==> config.mk <==
export PLATFORM = sky130hd
export DESIGN_NAME = mux_scan_sequencer
export DESIGN_NICKNAME = d
export VERILOG_FILES = /design/src/rtl/mux_scan_sequencer.sv
export SDC_FILE = /design/constraint.sdc
export NUM_CORES = 1
export LEC_CHECK = 0
export ABC_AREA = 1
export CAP_MARGIN = 0
export CORE_MARGIN = 4
export CORE_UTILIZATION = 56
export DETAILED_ROUTE_END_ITERATION = 10
export PLACE_DENSITY = 0.87
export SLEW_MARGIN = 0
export SYNTH_ARGS = -nofsm -noshare
export SYNTH_HDL_FRONTEND = slang
export SYNTH_SLANG_ARGS = --single-unit
==> constraint.sdc <==
create_clock -name clk -period 3.4 [get_ports clk]
set_input_delay 0.68 -clock clk [delete_from_list [all_inputs] [get_ports clk]]
set_output_delay 0.68 -clock clk [all_outputs]
set_load 0.05 [all_outputs]
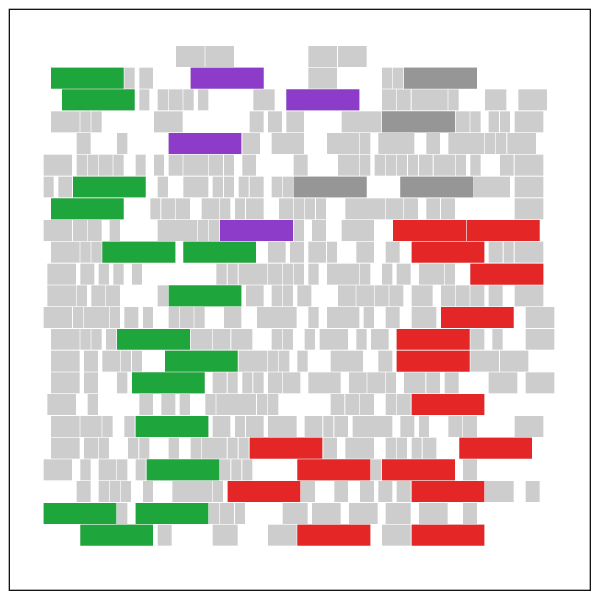
(run_1/ff_map.png)
(8 px per um)
Key: red = frame [flops 16]; purple = sel [flops 4, where north]; green = mask_q [flops 15]
Another 4 sequential cells are not coloured.
end-of-flow core utilization: 71.75%
Flop area: 975.9 sq um
seq pwr: 0.000793 W
sequential cell area share: 34.00%

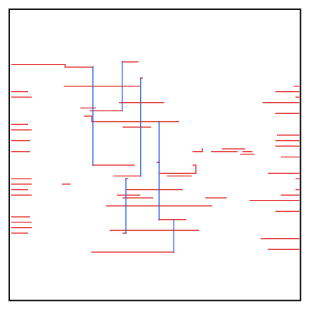
(run_1/layers.png)
(4 px per um) Only two layers are drawn.
Key: red = M3 [wire length 418 um]; blue = M4 [wire length 107 um]
via count: 2199
all-layer global routing usage: 22.74%
drt total wl: 5.633 mm
routed len/inst: 14.19 um

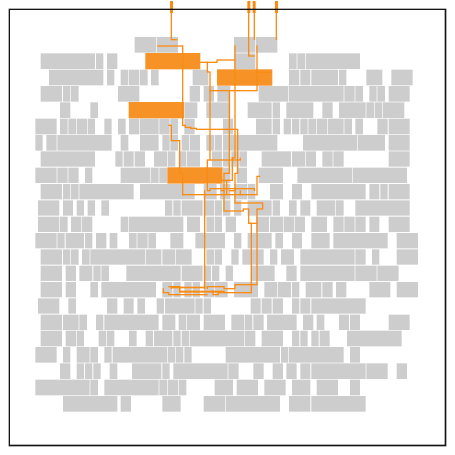
(run_1/port_trees.png)
(6 px per um)
Key: orange = sel [bits 4, direction output, edge north, end cells 4, wire 301 um]
Ports: 44
Port Buffers: 43

==> results.toml, run 1 <==
# implementation run metrics
[clock_tree]
cts_root_buffer = "clkbuf_8"
cts-hold-fix-buffers = 0
post_cts_buffers = 0
cts_tree = "built"
clock-sinks = 39
clkSlewWorstSetupHoldPaths_ns = 0.08

[setup_path]
crit_buf_inv = 1
worstPathCellList = "clkdlybuf4s50_1"
cp_slowest_cell = "clkdlybuf4s50_1"
cp.arrival_ns = 1.88
crit_family = "buffers and inverters"
crit_type = "reg2out"
worstSetupPathDepth = 1

[cells_and_area]
final_nets = 371
fillers = 349
comb_area_sq_um = 1122

[synthesis]
synth_chip_area_sq_um = 2326
synth-edff-count = 0
syn_inst = 304
synth_top_cell_by_area = "dfrtp_1"

[run]
drv_cap = 0

[floorplanning]
rows = 23

[final_timing]
rsz0062_at_grt = "no"
setup_violations = 0
tightest_slew_ns = 0.8593
hold_ws_ns = 0.4905
fmax_mhz = 390.6
min_period_ns = 2.560
fin_skew_ns = 0.005203
final-max-slew-violation-count = 0

[outcome]
outcome = "finished, final reports clean"

[grt]
globalRouteOverflowTotal = 0
grt_max_degree = 40

[placed_design]
placedCellCount = 389

[power_and_ir_drop]
power.leakage_nw = 1.333

[routing]
initialDrtViolationCount = 135
remaining_drc_errors = 0
run 1: layout make-up:
| class | instances | area share, % |
|---|---|---|
| Clock buffer | 8 | 3.487 |
| Inverter | 41 | 5.623 |
| Multi-Input combinational cell | 213 | 39.10 |
| Sequential cell | 39 | 34.00 |
| Tap cell | 50 | 2.180 |
| Timing Repair Buffer | 46 | 15.61 |
run 1: layer usage:
| layer | share of wire, % | up-vias | track usage (%) | wire, um |
|---|---|---|---|---|
| met2 | 48 | 82 | 36.60 | 2676 |
| met1 | 43 | 1015 | 30.08 | 2431 |
| met4 | 1.9 | 0 | 7.582 | 107 |
| met3 | 7.4 | 13 | 5.679 | 418 |
| met5 | 0 | - | 0 | 0 |
| li1 | - | 1089 | - | - |
run 1: power breakdown:
group          switching, W  leakage, nW  internal [W]
Sequential         0.000166        0.508      0.000627
Combinational      0.000957        0.774      0.000470
Clock              0.000160       0.0515      0.000185
Total               0.00128         1.33       0.00128
run 1: cells in the final DEF, fill, tap and decap left out:
cell type	n
nor2_1	21
nor4_1	2
buf_2	1
buf_4	3
o21ai_1	3
nand2_1	67
nor2_4	5
nor3_1	12
o311ai_0	1
o32ai_1	1
clkbuf_1	1
inv_4	3
o21ai_0	24
ha_1	3
inv_2	5
dfrtp_1	39
nor2_2	5
o21bai_1	1
o31ai_2	1
a21oi_1	21
o41ai_1	2
nand3_2	4
inv_1	33
clkbuf_8	7
o21ai_2	2
nand2_4	2
clkdlybuf4s50_1	42
o211ai_1	4
a311oi_1	2
nand3_1	16
a31oi_1	5
a21oi_2	1
o31ai_1	1
nand2_2	7
run 1: cells by family (layout without fill, tap and decap cells):
| logic type | after synthesis | in the layout | synth area share [%] |
|---|---|---|---|
| and+or+nand+nor | 141 | 141 | 29.10 |
| AOI/OAI and AO/OA | 69 | 69 | 17.54 |
| buffers and inverters | 52 | 95 | 9.790 |
| DFF | 39 | 39 | 41.96 |
| adders and majority gates | 3 | 3 | 1.614 |
run 1: stage by stage:
stage | total power, W | setup WS, ns | instance area (sq um)
2_1_floorplan | 0.001849 | 1.455 | 2326
3_5_place_dp | 0.002217 | 0.7588 | 2770
6_report | 0.002565 | 0.8396 | 2870
4_1_cts | 0.002563 | 0.8311 | 2870
5_1_grt | 0.002762 | 0.7583 | 2870
3_3_place_gp | 0.002191 | 0.8590 | 2770
==> run 1 -> run 2 <==
- CORE_UTILIZATION: 56 -> 47
- PLACE_DENSITY: 0.87 -> 0.78
- clock period: 3.4 -> 2.22 ns (I/O delays scaled with it)
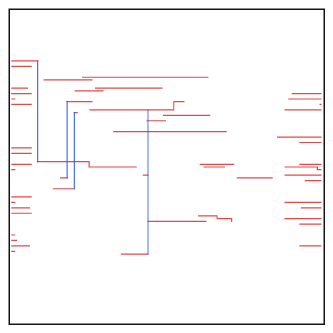
(run_2/layers.png)
(4 px per um) Only two layers are drawn.
Key: red = M3 [wire length 394 um]; blue = M4 [wire length 99.3 um]
via count: 2191
routed len/inst: 12.73 um
all-layer global routing usage: 19.30%

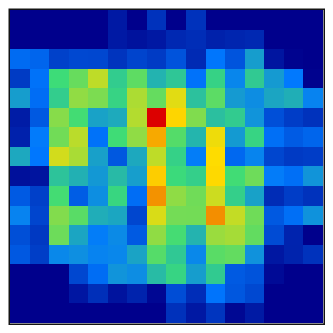
(run_2/route_heat.png)
(4 px per um) 16 x 16 tiles, from dark blue (low) to red (high), scaled to the fullest tile. Values are wire area over tile area, all layers added.
The densest ninth of the die: centre. 21% of the tiles are over half the peak. The mean over all tiles is 0.14. The fullest tile reaches 0.53.
drt total wl: 5.437 mm

==> run 2 against run 1 <==
  * Clock power increased by 35%
  * Critical path type unchanged
  * Sequential power is 51% higher
  * Non-clock buffer count grew 13
  * First-iteration DRC count decreased by 15%
  * Via count shrank 0.36%
  * Final area is 3.4% higher
  * Setup slack got worse by 0.67 ns
  * Critical path depth unchanged
==> results.toml, run 2 <==
# implementation run metrics
[floorplanning]
rows = 25
io_pins = 44

[final_timing]
setup_violations = 0
fin_skew_ns = 0.005443
final-max-slew-violation-count = 0
hold_ws_ns = 0.2569
rsz0062_at_grt = "no"
tightest_slew_ns = 0.8583

[synthesis]
synth_adder_area_share_pct = 1.614
ys_sh_mux_pct = 0
ys_sh_aoi_pct = 17.54
synth_top_cell_by_area = "dfrtp_1"
synth_chip_area_sq_um = 2326
ys_sh_simple_pct = 29.10
syn_inst = 304
synth-edff-count = 0

[clock_tree]
post_cts_buffers = 0
cts_tree = "built"
clock-sinks = 39
clkSlewWorstSetupHoldPaths_ns = 0.08

[grt]
grt_max_degree = 40

[cells_and_area]
final_nets = 384
fillers = 451
lay_top_count = "nand2_1"
layout_top_cells = "nand2_1, dfrtp_1, clkdlybuf4s50_1"
seq_area_sq_um = 975.9

[setup_path]
worstSetupPathDepth = 1
crit_buf_inv = 1
cp.arrival_ns = 1.61
cp_slowest_cell = "clkdlybuf4s50_1"
crit_type = "reg2out"
worstPathCellList = "clkdlybuf4s50_1"

[power_and_ir_drop]
power.leakage_nw = 1.398

[outcome]
outcome = "finished, final reports clean"

[routing]
remaining_drc_errors = 0
initialDrtViolationCount = 115
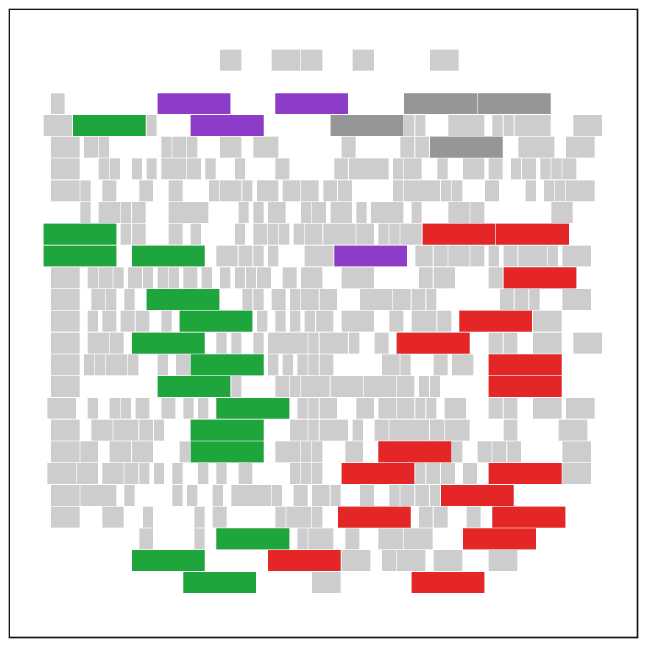
(run_2/ff_map.png)
(8 px per um)
Key: red = frame [flops 16]; purple = sel [flops 4, where north]; green = mask_q [flops 15]
sequential cell area share: 32.87%
end-of-flow core utilization: 62.45%
seq pwr: 0.00120 W

[run 2: timing repair]
item,4_1_cts,5_1_grt
hold endpoints to repair,0,0
gates resized,0,1
setup endpoints to repair,0,1
hold buffers,0,0
[run 2: layer usage]
| metal | vias up | track usage, % | share of wire (%) |
|---|---|---|---|
| met2 | 66 | 31.42 | 45 |
| met3 | 10 | 4.472 | 7.2 |
| met1 | 1003 | 25.37 | 46 |
| li1 | 1112 | - | - |
| met5 | - | 0 | 0 |
| met4 | 0 | 6.469 | 1.8 |
[run 2: final cells by class]
cell class	count	area share (%)
Multi-Input combinational cell	213	38.01
Clock buffer	5	2.318
Tap cell	67	2.823
Inverter	41	5.436
Clock inverter	3	0.5057
Sequential cell	39	32.87
Timing Repair Buffer	59	18.04
[run 2: kinds of logic (layout without fill, tap and decap cells)]
logic type / Yosys count / in the layout
and+or+nand+nor: 141 / 141
AOI/OAI and AO/OA: 69 / 69
buffers and inverters: 52 / 108
DFF: 39 / 39
adders and majority gates: 3 / 3
[run 2: worst register-to-register path, cell delays in order (launching register included)]
cell	delay, ns
dfrtp_1	0.69
nand2_4	0.16
inv_2	0.10
nand2_2	0.06
inv_2	0.07
o21ai_2	0.06
nor2_1	0.18
nand2_2	0.11
nor2_4	0.17
nor2_4	0.06
inv_4	0.10
a21oi_1	0.08
nand2_1	0.07
nand2_1	0.04
[run 2: report_power, final]
group	internal, W	switching [W]	total (W)
Clock	0.000215	0.000251	0.000466
Sequential	0.000959	0.000241	0.00120
Combinational	0.000751	0.00144	0.00219
Total	0.00193	0.00193	0.00385
[run 2: metrics by stage]
stage	setup slack (ns)	total power, W	instance area, sq um
after floorplan	0.2754	0.002832	2326
after CTS	0.1670	0.003865	2963
after global routing	0.04178	0.004169	2969
after global placement	0.01579	0.003360	2879
after detailed placement	-0.1003	0.003395	2879
final	0.1692	0.003853	2969
Power is estimated from default activity; no workload was simulated.
